## src/rtl/em_run_ctrl_pkg.sv

```systemverilog
// Shared types and defaults for the EDUC-8 front-panel run/halt/step controller.
// State encodings are fixed so the panel lamps and any debug tap read the same values.
package em_run_ctrl_pkg;

   typedef enum logic [1:0] {
      StHalted = 2'd0,
      StRun    = 2'd1,
      StStep   = 2'd2
   } run_state_e;

   localparam int unsigned DefDebounceCycles = 16;
   localparam int unsigned DefDbW            = 5;

   // Decides, at a sampled rco, whether the timing chain stops on this cycle boundary.
   function automatic logic stop_at_rco(input run_state_e st,
                                        input logic       halt_pend,
                                        input logic       instr_end,
                                        input logic       hlt_op,
                                        input logic       step_inst);
      logic stop;
      stop = 1'b0;
      unique case (st)
         StRun:   stop = halt_pend | (instr_end & hlt_op);
         StStep:  stop = ~step_inst | instr_end | halt_pend;
         default: stop = 1'b1;
      endcase
      return stop;
   endfunction

endpackage

```

## src/rtl/em_run_ctrl_debounce.sv

```systemverilog
// Two-flop synchroniser plus stability counter for one panel switch.
// The debounced level resets to 1 so a switch held through reset must be re-pressed.
module em_run_ctrl_debounce
   import em_run_ctrl_pkg::*;
#(
   parameter int unsigned DEBOUNCE_CYCLES = DefDebounceCycles,
   parameter int unsigned DB_W            = DefDbW
) (
   input  logic clk,
   input  logic clr,
   input  logic raw,
   output logic db
);

   localparam logic [DB_W-1:0] CntLast = DB_W'(DEBOUNCE_CYCLES - 1);

   logic            sync1_q;
   logic            sync2_q;
   logic            db_q;
   logic            db_d;
   logic [DB_W-1:0] cnt_q;
   logic [DB_W-1:0] cnt_d;

   always_ff @(posedge clk or posedge clr) begin
      if (clr) begin
         sync1_q <= 1'b0;
         sync2_q <= 1'b0;
         cnt_q   <= '0;
         db_q    <= 1'b1;
      end else begin
         sync1_q <= raw;
         sync2_q <= sync1_q;
         cnt_q   <= cnt_d;
         db_q    <= db_d;
      end
   end

   // Counter runs only while the synchronised level disagrees with the accepted one.
   always_comb begin
      cnt_d = '0;
      db_d  = db_q;
      if (sync2_q != db_q) begin
         if (cnt_q == CntLast) begin
            db_d = sync2_q;
         end else begin
            cnt_d = cnt_q + 1'b1;
         end
      end
   end

   assign db = db_q;

endmodule

```

## src/rtl/em_run_ctrl.sv

```systemverilog
// Run/halt/single-step controller gating the em_74161 timing counter.
// Stops are taken only on the 15->0 wrap so the machine never halts mid-cycle.
module em_run_ctrl
   import em_run_ctrl_pkg::*;
#(
   parameter int unsigned DEBOUNCE_CYCLES = DefDebounceCycles,
   parameter int unsigned DB_W            = DefDbW
) (
   input  logic clk,
   input  logic clr,
   input  logic run_sw,
   input  logic halt_sw,
   input  logic step_sw,
   input  logic step_inst,
   input  logic rco,
   input  logic instr_end,
   input  logic hlt_op,
   output logic cnt_en,
   output logic running,
   output logic halted,
   output logic cycle_done
);

   logic       run_db;
   logic       halt_db;
   logic       step_db;
   logic       run_prev_q;
   logic       step_prev_q;
   logic       run_rise;
   logic       step_rise;
   logic       rco_valid;
   logic       halt_pend_q;
   logic       halt_pend_d;
   logic       cycle_done_q;
   run_state_e state_q;
   run_state_e state_d;

   em_run_ctrl_debounce #(
      .DEBOUNCE_CYCLES(DEBOUNCE_CYCLES),
      .DB_W           (DB_W)
   ) u_run_db (
      .clk(clk),
      .clr(clr),
      .raw(run_sw),
      .db (run_db)
   );

   em_run_ctrl_debounce #(
      .DEBOUNCE_CYCLES(DEBOUNCE_CYCLES),
      .DB_W           (DB_W)
   ) u_halt_db (
      .clk(clk),
      .clr(clr),
      .raw(halt_sw),
      .db (halt_db)
   );

   em_run_ctrl_debounce #(
      .DEBOUNCE_CYCLES(DEBOUNCE_CYCLES),
      .DB_W           (DB_W)
   ) u_step_db (
      .clk(clk),
      .clr(clr),
      .raw(step_sw),
      .db (step_db)
   );

   assign run_rise  = run_db & ~run_prev_q;
   assign step_rise = step_db & ~step_prev_q;
   assign rco_valid = rco & cnt_en;

   always_ff @(posedge clk or posedge clr) begin
      if (clr) begin
         state_q <= StHalted;
      end else begin
         state_q <= state_d;
      end
   end

   always_comb begin
      state_d = state_q;
      unique case (state_q)
         StHalted: begin
            if (!halt_db) begin
               if (run_rise) begin
                  state_d = StRun;
               end else if (step_rise) begin
                  state_d = StStep;
               end
            end
         end
         StRun, StStep: begin
            if (rco_valid && stop_at_rco(state_q, halt_pend_q, instr_end, hlt_op, step_inst)) begin
               state_d = StHalted;
            end
         end
         default: state_d = StHalted;
      endcase
   end

   always_comb begin
      cnt_en     = (state_q == StRun) || (state_q == StStep);
      running    = (state_q == StRun) || (state_q == StStep);
      halted     = (state_q == StHalted);
      cycle_done = cycle_done_q;
   end

   // A brief HALT press must survive until the next cycle boundary.
   always_comb begin
      halt_pend_d = 1'b0;
      if (cnt_en && (state_d != StHalted)) begin
         halt_pend_d = halt_pend_q | halt_db;
      end
   end

   // Previous levels reset to 1 so a debounced level of 1 out of reset is not an edge.
   always_ff @(posedge clk or posedge clr) begin
      if (clr) begin
         run_prev_q   <= 1'b1;
         step_prev_q  <= 1'b1;
         halt_pend_q  <= 1'b0;
         cycle_done_q <= 1'b0;
      end else begin
         run_prev_q   <= run_db;
         step_prev_q  <= step_db;
         halt_pend_q  <= halt_pend_d;
         cycle_done_q <= rco_valid;
      end
   end

endmodule

```

## config.mk

```make
export PLATFORM = sky130hd
export DESIGN_NAME = em_run_ctrl
export DESIGN_NICKNAME = d
export VERILOG_FILES = /design/src/rtl/em_run_ctrl_pkg.sv /design/src/rtl/em_run_ctrl_debounce.sv /design/src/rtl/em_run_ctrl.sv
export SDC_FILE = /design/constraint.sdc
export NUM_CORES = 1
export LEC_CHECK = 0
export CORE_MARGIN = 2
export CORE_UTILIZATION = 58
export CTS_CLUSTER_SIZE = 28
export DETAILED_ROUTE_END_ITERATION = 10
export HOLD_SLACK_MARGIN = 0.15
export PLACE_DENSITY = 0.81
export SLEW_MARGIN = 0
export SYNTH_ARGS = -nofsm -noshare
export SYNTH_HDL_FRONTEND = slang
export SYNTH_SLANG_ARGS = --single-unit
```

## constraint.sdc

```tcl
create_clock -name clk -period 4.13 [get_ports clk]
set_input_delay 0.826 -clock clk [delete_from_list [all_inputs] [get_ports clk]]
set_output_delay 0.826 -clock clk [all_outputs]
set_load 0.1 [all_outputs]
```

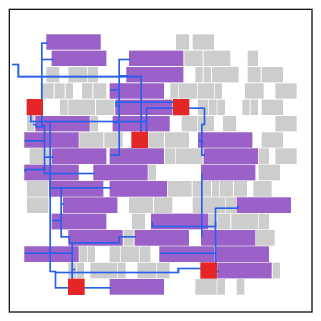
Run 1: routed clock nets over the placement
(6 px per um)
[blue] clock wires | length: 317 um
[purple] flip-flops | count: 30
[red] clock drivers | count: 5
routed clock nets	6

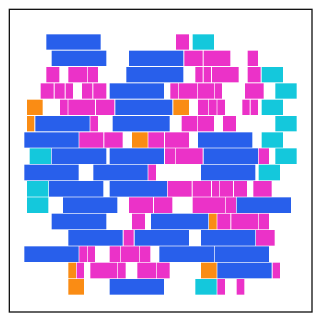
Run 1: cells coloured by class
(6 px per um)
colour	class	cells	share of their area
cyan	remaining buffers and delay cells	12	8.6%
orange	clock drivers and dummy loads	8	3.5%
magenta	combinational and other logic	70	34%
blue	sequential cells	30	54%

==> results.ini, run 1 <==
[clocking]
cts.path.max_buffers = 2
tritoncts = yes
postCtsHoldBufs = 0
cts_setup_buffers = 0
htree_levels = 2
clk_latency_ps = 320
cts.sinks = 30
ctsResizeCount = 0
clockRootBuffer = clkbuf_4
numCtsBuffers = 5
clkTransAtPathRegs_ps = 80

[routing]
first_iter_violations = 4
wl_met2_um = 972
met3WireLength_um = 100
top_layer = met3
wl_per_cell_um = 12.5
drtPass1Iterations = 4
routed_wirelength_mm = 1.84
drt-met1-wl_um = 770
via_per_inst = 5.14
drtAntennaViolNets = 0
vias = 756
drc = 0

[job]
cap_violations = 0
warnings = 28

[critical_path]
end_kind = primary output
cp_max_fo = 5
critPathKind = register to primary output
crit_start = state_q[0]
cp-start-kind = register
worst_ep_required_time_ps = 3300
cp_data_arrival_time_ps = 2360
worstReg2RegStart = state_q[0]

[worst_hold_path]
hp-class = register to register
hp-start = u_step_db.sync1_q

[floorplanning]
fp_util = 0.625
die_h_um = 50.2
die_x_um = 50.2
chipArea_um2 = 2520
row_count = 16

[power_and_ir_drop]
p_leak_uw = 0.000694
power_density_nw_per_um2 = 422
vdd.ir_drop.worst_mv = 0.329

[global_routing]
grt_max_degree = 31
grt_pass1_wl_mm = 3.39
antenna_found_initial = 0
overflow = 0
grt_use_total = 0.191
first_global_vias = 801

[final_layout]
layout_top_cells = 25 x dfrtp_1, 12 x clkdlybuf4s50_1, 11 x nor2_1
lay_top_count = dfrtp_1
area_growth_pct = 15.8
fin_nets = 134
mi_logic_area_um2 = 448
instances_no_fill = 147
flop_area_um2 = 757
n_fill_cell = 124
final_util = 0.723
drive_above_1_share = 0.133
diodes = 0

[timing]
setup-tns-final_ps = 0
slew_headroom = 0.310
hold_viol = 0
fmax_mhz = 314
layout_setup_ws_ps = 940
grt_setup_unrepaired = false
min_period_over_period = 0.772
setup_viol_count_final = 0
fin_skew_ps = 8.18
tightest_slew_ps = 1030
min_period_ps = 3190
drv_slew = 0

[synthesis]
ys.flops = 30
syn-cell-area_um2 = 1240
yosysWarnings = 0
avgSynthCellArea_um2 = 12.3
syn_inst = 101
synth_cell_types = 25
yosysChipArea_um2 = 1240
ys_cells = 101
syn_nets = 116
postSynthSeqShare = 0.611

[run_status]
outcome = finished, final reports clean

[place]
place_inst = 139
globalplace.congestion = 0.895
pre_cts_ws_ps = 1290
dp_hpwl_mm = 1.38

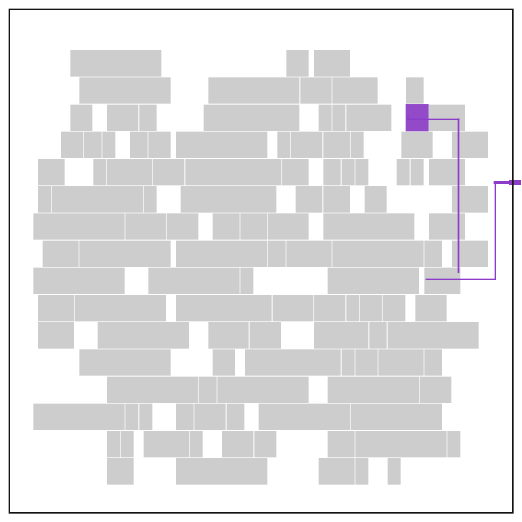
Run 1: I/O nets highlighted
(10 px per um)
colour	port	bits	direction	edge	end cells	buffers	wire
purple	`step_inst`	1	input	right	1	1	38.6 um
IO Count: 13
IO Port Bufs: 12

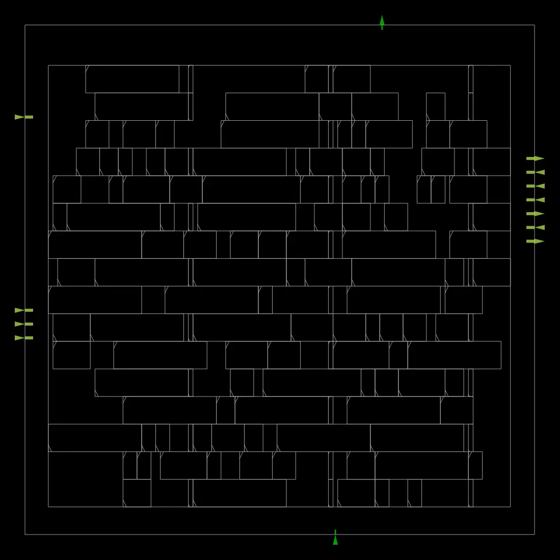
Run 1: cell outlines without signal wires
Tapcell Cnt: 27
core area: 1980 um^2

run 1: power by group:
group | switching, uW | internal, uW | leakage, uW
combinational | 94.8 | 37.8 | 0.000289
sequential | 10.2 | 308 | 0.000379
clock | 86.0 | 67.7 | 0.0000265
run 1: cell type report:
cell class              instances  share of cell area
flip-flops and latches         30               0.528
inverters                       7              0.0183
clock buffers                   8              0.0340
repair buffers                 12              0.0838
multi-input cells              63               0.312
well taps                      27              0.0236
run 1: cell families (layout without fill, tap and decap cells):
family	count (synthesis)	after routing	synth area share
AND-OR/OR-AND	11	11	0.0657
XOR/XNOR	9	9	0.0636
adder cells (fa/ha/maj)	6	6	0.0606
buffers and inverters	8	27	0.0273
flip-flops	30	30	0.611
multiplexers	3	3	0.0273
AND/OR/NAND/NOR	34	34	0.144
run 1: worst paths after layout:
path	end	slack, ps	depth (start not counted)
min reg2reg	u_step_db.sync2_q	360	0
max in group asynchronous	u_step_db.cnt_q[1]	2450	2
min in group asynchronous	u_run_db.cnt_q[4]	1060	2
max	running	940	3
max reg2reg	halt_pend_q	2530	4
min	u_step_db.sync2_q	360	0
run 1: registers in the layout, summed over array words and instances (netlist names), 2 cells and up:
name	flops
u_halt_db.cnt_q	5
u_run_db.cnt_q	5
u_step_db.cnt_q	5
state_q	2
run 1: metrics by stage:
stage / hold WS [ps] / instance area (um^2) / power [uW]
finish: 355 / 1430 / 605
global route: 360 / 1430 / 641
CTS: 359 / 1430 / 614
detailed placement: 336 / 1390 / 457
global placement: 332 / 1390 / 453
floorplan: 331 / 1240 / 426
run 1: layer usage:
metal / GRT usage / vias up
met5: 0 / -
met2: 0.320 / 20
met1: 0.212 / 362
met4: 0.0694 / 0
met3: 0.0893 / 0
li1: - / 374
run 1: worst max-delay path: stages, from the launching register on:
cell             delay, ps
dfrtp_1                430
inv_1                  110
ha_1                   360
clkdlybuf4s50_1       1150
run 1: synthesized netlist by cell type (all sizes together):
cell	number	share of area
dfrtp	25	0.51
nor2	11	0.033
xor2	9	0.064
inv	7	0.021
and2	6	0.030
ha	6	0.061
nand3	6	0.024
dfstp	5	0.11
o21ai	4	0.016
and3	3	0.015
mux2	3	0.027
nand2	2	0.0061
nor3b	2	0.012
a2111oi	1	0.012
a21oi	1	0.0040
buf	1	0.0061
nor2b	1	0.0051
nor3	1	0.0040
o2111ai	1	0.0071
o211ai	1	0.0061
o2bb2ai	1	0.0071
o311ai	1	0.0071
o31ai	1	0.0061
or2	1	0.0051
or3b	1	0.0091
--- run 2 (diff from run 1) ---
CORE_ASPECT_RATIO = 1.75   (was default)
CORE_UTILIZATION = 49   (was 58)
PLACE_DENSITY = 0.73   (was 0.81)
clock period = 2.9 ns   (was 4.13 ns; I/O delays follow)
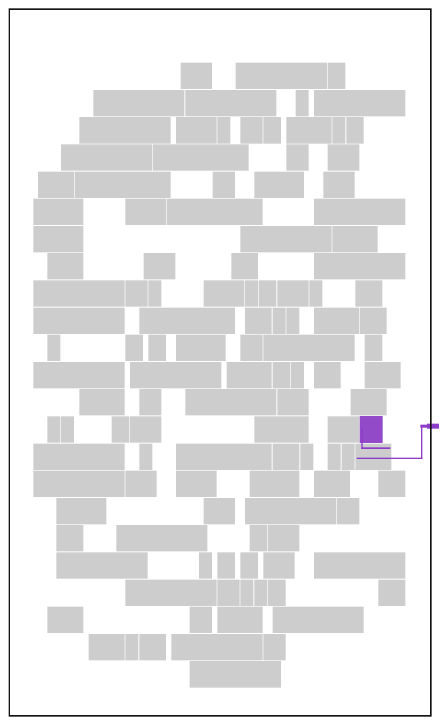
Run 2: I/O nets highlighted
(10 px per um)
colour	port	bits	direction	edge	end cells	buffers	wire
purple	`step_inst`	1	input	right	1	1	14.9 um

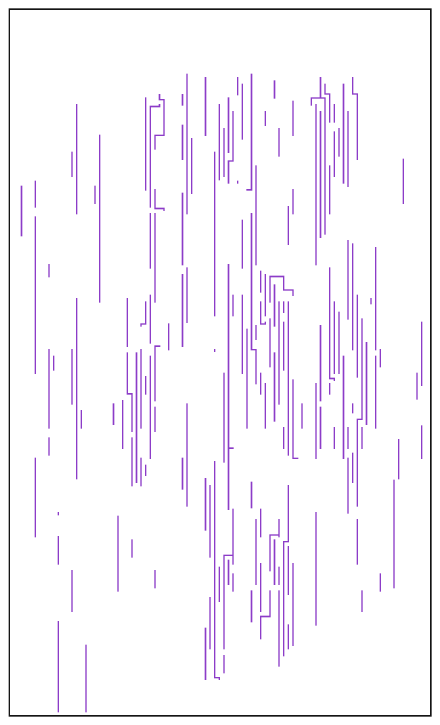
Run 2: metal 2
(10 px per um)
main direction	vertical
longest straight run	24.5 um
nets with wire on the layer	120
DRT Wirelength: 1.87 mm
M2 GR Usage: 0.274
via count: 783

==> results.ini, run 2 <==
[run_status]
outcome = finished, final reports clean

[floorplanning]
die_x_um = 42.0  ; -16%
fp.coreArea_um2 = 2430  ; +23%
chipArea_um2 = 2960  ; +17%
row_count = 24  ; +8
fp_util = 0.509  ; -0.116
die_h_um = 70.5  ; +40%
ios = 13  ; unchanged

[clocking]
clk_latency_ps = 280  ; -40 ps
htree_levels = 2  ; unchanged
clockRootBuffer = clkbuf_8
ctsResizeCount = 0  ; unchanged
cts.path.max_buffers = 2  ; unchanged
numCtsBuffers = 5  ; unchanged
tritoncts = yes
clkTransAtPathRegs_ps = 70  ; about the same
cts.sinks = 30  ; unchanged
postCtsHoldBufs = 0  ; unchanged
cts_setup_buffers = 0  ; unchanged

[routing]
via_per_inst = 5.33  ; +3.6%
drtPass1Iterations = 3  ; -1
drtAntennaViolNets = 0  ; unchanged
wl_per_cell_um = 12.7  ; +1.2%
drc = 0  ; unchanged
first_iter_violations = 20  ; +16

[place]
place_inst = 139  ; unchanged
io_buffers = 12  ; unchanged
dp_hpwl_mm = 1.34  ; -2.9%
pre_cts_ws_ps = 1030  ; -261 ps
globalplace.congestion = 0.749  ; -16%

[final_layout]
n_fill_cell = 206  ; +66%
fin_nets = 135  ; +0.75%
diodes = 0  ; unchanged
reg_top3 = u_halt_db.cnt_q (5), u_run_db.cnt_q (5), u_step_db.cnt_q (5)
instances_no_fill = 147  ; unchanged
lay_top_count = dfrtp_1
area_growth_pct = 19.2
final_util = 0.607  ; -0.116
drive_above_1_share = 0.198  ; +0.0650
layout_top_cells = 25 x dfrtp_1, 11 x nor2_1, 9 x xor2_1

[synthesis]
syn_nets = 116  ; unchanged
yosysTopAreaCell = dfrtp_1
flop_cell = dfrtp_1
ys_cells = 101  ; unchanged
ys.flops = 30  ; unchanged
topCellsByArea = dfrtp_1 51%, dfstp_2 11%, xor2_1 6.4%, ha_1 6.1%, nor2_1 3.3%
yosysChipArea_um2 = 1240  ; unchanged
avgSynthCellArea_um2 = 12.3  ; unchanged
top_cells_by_count = 25 x dfrtp_1, 11 x nor2_1, 9 x xor2_1
async_reset_ff_frac = 1.00  ; unchanged
syn-cell-area_um2 = 1240  ; unchanged
syn_inst = 101  ; unchanged
synth_cell_types = 25  ; unchanged
edf_count = 0  ; unchanged
synth_top_area_share = 0.505  ; unchanged
yosysWarnings = 0  ; unchanged
postSynthSeqShare = 0.611  ; unchanged
yosysMostFrequentCell = dfrtp_1

[global_routing]
first_global_vias = 888  ; +11%
grt_max_degree = 31  ; unchanged
grt_use_total = 0.165  ; -0.0267
antenna_found_initial = 0  ; unchanged
overflow = 0  ; unchanged
grt_pass1_wl_mm = 3.54  ; +4.3%

[power_and_ir_drop]
power_density_nw_per_um2 = 664  ; +57%
vdd.ir_drop.worst_mv = 0.492  ; +49%
p_leak_uw = 0.000725  ; +4.5%

[timing]
min_period_ps = 2070
setup-tns-final_ps = 0  ; unchanged
min_period_over_period = 0.714
drv_slew = 0  ; unchanged
setup_viol_count_final = 0  ; unchanged
fmax_mhz = 483
layout_setup_ws_ps = 829  ; -111 ps
slew_headroom = 0.682  ; +0.372
hold_viol = 0  ; unchanged
tightest_slew_ps = 470  ; -564 ps
grt_setup_unrepaired = false
fin_skew_ps = 13.0  ; +4.78 ps

[critical_path]
worst_ep_required_time_ps = 2320  ; -980 ps
end_kind = primary output
critPathKind = register to primary output
slowest_delay_ps = 440  ; -710 ps
reg2reg_depth = 4  ; unchanged
worstReg2RegStart = state_q[1]
crit_start = state_q[1]
slowest_stage = dfrtp_1
cp_max_fo = 6  ; +1
cp_data_arrival_time_ps = 1490  ; -870 ps
cp_cell_sequence = inv_1 > ha_1 > buf_4
cp-start-kind = register

[job]
warnings = 28  ; unchanged
cap_violations = 0  ; unchanged

[worst_hold_path]
hold_depth = 0  ; unchanged
hp-class = register to register
hp-start = u_halt_db.sync1_q

## run 2: cell counts after synthesis
No cell type changed its count.
## run 2: final cells by class
type | count | area, um^2 | share of cell area
flip-flops and latches | 30 | 757 | 0.513
multi-input cells | 63 | 448 | 0.303
repair buffers | 13 | 118 | 0.0797
clock buffers | 6 | 82.6 | 0.0559
well taps | 26 | 32.5 | 0.0220
inverters | 7 | 26.3 | 0.0178
clock inverters | 2 | 12.5 | 0.00847
## run 2: power by group
group	internal [uW]	switching (uW)	leakage, uW
clock	190	151	0.0000472
sequential	440	14.4	0.000379
combinational	50.5	135	0.000299
total	680	300	0.000725
## run 2: layer usage
layer	vias up	share of wire	global-route usage
met4	0	0.028	0.0860
met2	16	0.53	0.274
met3	5	0.047	0.0749
met1	386	0.39	0.169
met5	-	0	0
li1	376	-	-
## run 2: worst max-delay path, delay by kind of cell (launching register included)
family	cells	cell delay, ps
adder cells (fa/ha/maj)	1	360
buffers and inverters	2	410
flip-flops	1	440
## run 2: metrics by stage
stage | power, uW | hold slack [ps] | instance area (um^2)
floorplan | 607 | 331 | 1240
global placement | 644 | 334 | 1380
finish | 980 | 348 | 1480
global route | 1030 | 358 | 1480
CTS | 993 | 351 | 1480
detailed placement | 648 | 338 | 1380
## run 2: worst paths after layout
kind / end / slack (ps)
setup / recovery: cnt_en / 830
hold / removal: u_halt_db.sync2_q / 350
setup reg to reg: halt_pend_q / 1340
hold reg to reg: u_halt_db.sync2_q / 350
max in group asynchronous: u_run_db.db / 1920
min in group asynchronous: u_run_db.cnt_q[2] / 660
## run 2: cell families (layout without fill, tap and decap cells)
logic type	count (synthesis)	count (layout)	synth area share
muxes	3	3	0.0273
and+or+nand+nor	34	34	0.144
buffers and inverters	8	28	0.0273
xor gates and xnor gates	9	9	0.0636
DFF	30	30	0.611
adders and majority gates	6	6	0.0606
AOI/OAI and AO/OA	11	11	0.0657
No activity file was given, so power comes from the tool's default toggle rates.
